<file path="src/rtl/instr_fetch_unit.sv">
// Fetch stage: holds the PC, reads each 16-bit instruction as two byte
// reads (high byte first) and hands it to the decoder over valid/ready.
module instr_fetch_unit #(
  parameter int                    ADDR_WIDTH   = 8,
  parameter logic [ADDR_WIDTH-1:0] RESET_VECTOR = '0
) (
  input  logic                  clk,
  input  logic                  rst_n,
  input  logic                  fetch_en,
  input  logic                  redirect,
  input  logic [ADDR_WIDTH-1:0] redirect_pc,
  output logic                  mem_req,
  output logic [ADDR_WIDTH-1:0] mem_addr,
  input  logic [7:0]            mem_rdata,
  input  logic                  mem_ready,
  output logic [15:0]           instr,
  output logic [ADDR_WIDTH-1:0] instr_pc,
  output logic                  instr_valid,
  input  logic                  instr_ready,
  output logic [ADDR_WIDTH-1:0] pc
);

  typedef enum logic [1:0] {
    S_IDLE,
    S_FETCH_HI,
    S_FETCH_LO,
    S_VALID
  } state_e;

  state_e                state_q, state_d;
  logic [ADDR_WIDTH-1:0] pc_q, pc_d;
  logic [ADDR_WIDTH-1:0] instr_pc_q, instr_pc_d;
  logic [15:0]           instr_q, instr_d;
  logic                  xfer;

  assign mem_req     = (state_q == S_FETCH_HI) ||
                       (state_q == S_FETCH_LO);
  assign mem_addr    = (state_q == S_FETCH_LO) ?
                       pc_q + ADDR_WIDTH'(1) : pc_q;
  assign instr_valid = (state_q == S_VALID);
  assign xfer        = instr_valid & instr_ready;
  assign instr       = instr_q;
  assign instr_pc    = instr_pc_q;
  assign pc          = pc_q;

  // Next-state: redirect wins over any byte returning this cycle; a
  // redirect alongside a transfer still lets the decoder take instr.
  always_comb begin
    state_d    = state_q;
    pc_d       = pc_q;
    instr_d    = instr_q;
    instr_pc_d = instr_pc_q;
    if (redirect) begin
      pc_d    = redirect_pc;
      state_d = fetch_en ? S_FETCH_HI : S_IDLE;
    end else begin
      unique case (state_q)
        S_IDLE: begin
          if (fetch_en) state_d = S_FETCH_HI;
        end
        S_FETCH_HI: begin
          if (mem_ready) begin
            instr_d[15:8] = mem_rdata;
            state_d       = S_FETCH_LO;
          end
        end
        S_FETCH_LO: begin
          if (mem_ready) begin
            instr_d[7:0] = mem_rdata;
            instr_pc_d   = pc_q;
            pc_d         = pc_q + ADDR_WIDTH'(2);
            state_d      = S_VALID;
          end
        end
        S_VALID: begin
          if (xfer) state_d = fetch_en ? S_FETCH_HI : S_IDLE;
        end
        default: state_d = S_IDLE;
      endcase
    end
  end

  // State registers with synchronous reset overriding everything.
  always_ff @(posedge clk) begin
    if (!rst_n) begin
      state_q    <= S_IDLE;
      pc_q       <= RESET_VECTOR;
      instr_q    <= '0;
      instr_pc_q <= '0;
    end else begin
      state_q    <= state_d;
      pc_q       <= pc_d;
      instr_q    <= instr_d;
      instr_pc_q <= instr_pc_d;
    end
  end

endmodule

</file>
<file path="config.mk">
export PLATFORM = sky130hd
export DESIGN_NAME = instr_fetch_unit
export DESIGN_NICKNAME = d
export VERILOG_FILES = /design/src/rtl/instr_fetch_unit.sv
export SDC_FILE = /design/constraint.sdc
export NUM_CORES = 1
export LEC_CHECK = 0
export CAP_MARGIN = 20
export CELL_PAD_IN_SITES_DETAIL_PLACEMENT = 1
export CELL_PAD_IN_SITES_GLOBAL_PLACEMENT = 1
export CORE_ASPECT_RATIO = 1.4
export CORE_MARGIN = 2
export CORE_UTILIZATION = 31
export CTS_CLUSTER_SIZE = 10
export DETAILED_ROUTE_END_ITERATION = 10
export PLACE_DENSITY = 0.88
export SLEW_MARGIN = 20
export SYNTH_ARGS = -nofsm -noshare
export SYNTH_HDL_FRONTEND = slang
export SYNTH_SLANG_ARGS = --single-unit
export TNS_END_PERCENT = 30
</file>
<file path="constraint.sdc">
create_clock -name clk -period 1.9 [get_ports clk]
set_input_delay 0.38 -clock clk [delete_from_list [all_inputs] [get_ports clk]]
set_output_delay 0.38 -clock clk [all_outputs]
set_load 0.005 [all_outputs]
</file>
final_clocks.png
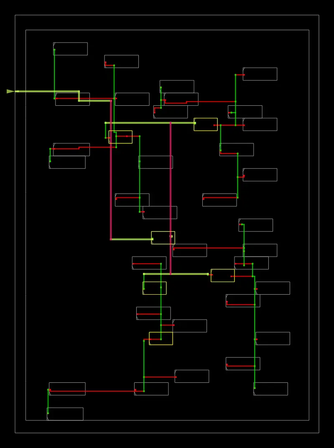
clk sinks: 34
clk latency late pin: 280 ps
clk pwr: 518 uW
number of buffers created by CTS: 5

gate_families.png
The bar under the picture is 20 um long.
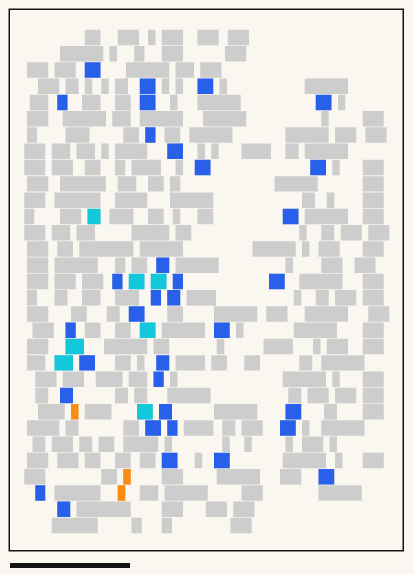
| color | family | cells |
|---|---|---|
| cyan | AND and OR gates | 7 |
| orange | inverters | 3 |
| blue | inverting AOI/OAI gates | 34 |
Comb area share: 36.3%
final non-filler cell total: 333

metal_stack.png
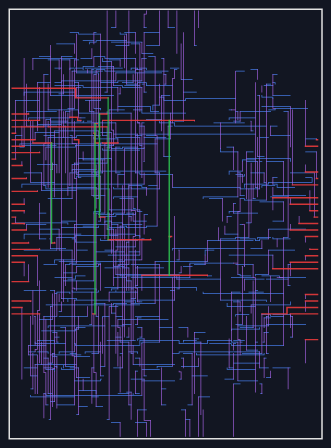
| color | layer | wire length |
|---|---|---|
| purple | met2 | 2560 um |
| blue | met1 | 2000 um |
| green | met4 | 146 um |
| red | met3 | 266 um |

registers.png
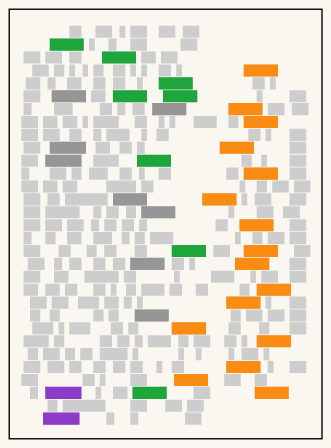
| color | netlist name | flops |
|---|---|---|
| purple | `state_q` | 2 |
| green | `instr_pc` | 8 |
| orange | `instr` | 16 |
post-layout util: 51.4%
fraction of area in registers: 25.8%
Seq. pwr: 756 uW
Register Area: 686 um2

==> flow_summary_export.csv <==
group,metric,value,unit
sta,fin_skew,4.21,ps
yosys,ys_sh_adder,5.32,%
yosys,xor_share,4.78,%
cells_and_area,stdcell_area,2650,um2
yosys,yosys_warnings,0,
cells_and_area,n_fill_cell,594,
yosys,async_flop_share,0,%
yosys,ys_ff,34,
sta,max_freq,526,MHz
route,antenna_left,0,
sta,timing.final.max_slew_violations,0,
cells_and_area,final_layout_size_suffix_gt1_share,21.0,%
job,warning_count,32,
yosys,ys_area,1650,um2
setup_path,critPathSlowestCell,"dfxtp_1",
yosys,yosysTopAreaCellShare,41.3,%
yosys,mux_area_share,6.15,%
global_route,grt-ovfl-total,0,
status,status,"finished clean",
sta,finalClockPeriodUsage,100,%
cells_and_area,comb_cells,135,
power,clockPowerShare,32.8,%
yosys,ys_top_logic_family,"simple AND/OR/NAND/NOR gates",
cells_and_area,mostFrequentLayoutCells,"clkdlybuf4s50_1, nand2_1, dfxtp_1",
cells_and_area,clock_buffer_count,6,
yosys,ys_cells,184,
setup_path,critPathLaunchType,"register",
clock_tree,cts_tree,"done",
global_route,use_met2,31.7,%
route,met1Wirelength,2.00,mm
yosys,ys_seq_share,41.3,%
clock_tree,cts-resized-gates,37,
sta,fin_ws,0.227,ps
global_route,grt_max_degree,35,
yosys,simple_gate_area_share,20.7,%
cells_and_area,inv_count,3,
setup_path,path_depth,6,
sta,period_minus_slack,1900,ps
yosys,syn-mean-instance-area,8.96,um2
power,power_leader,"registers",
route,wl_met2,2.56,mm
route,dr.pass1.iters,5,
placement,dp_cells,323,
floorplanning,dieWidth,65.6,um
Power figures rest on the tool's default switching activity, not on a simulated workload.
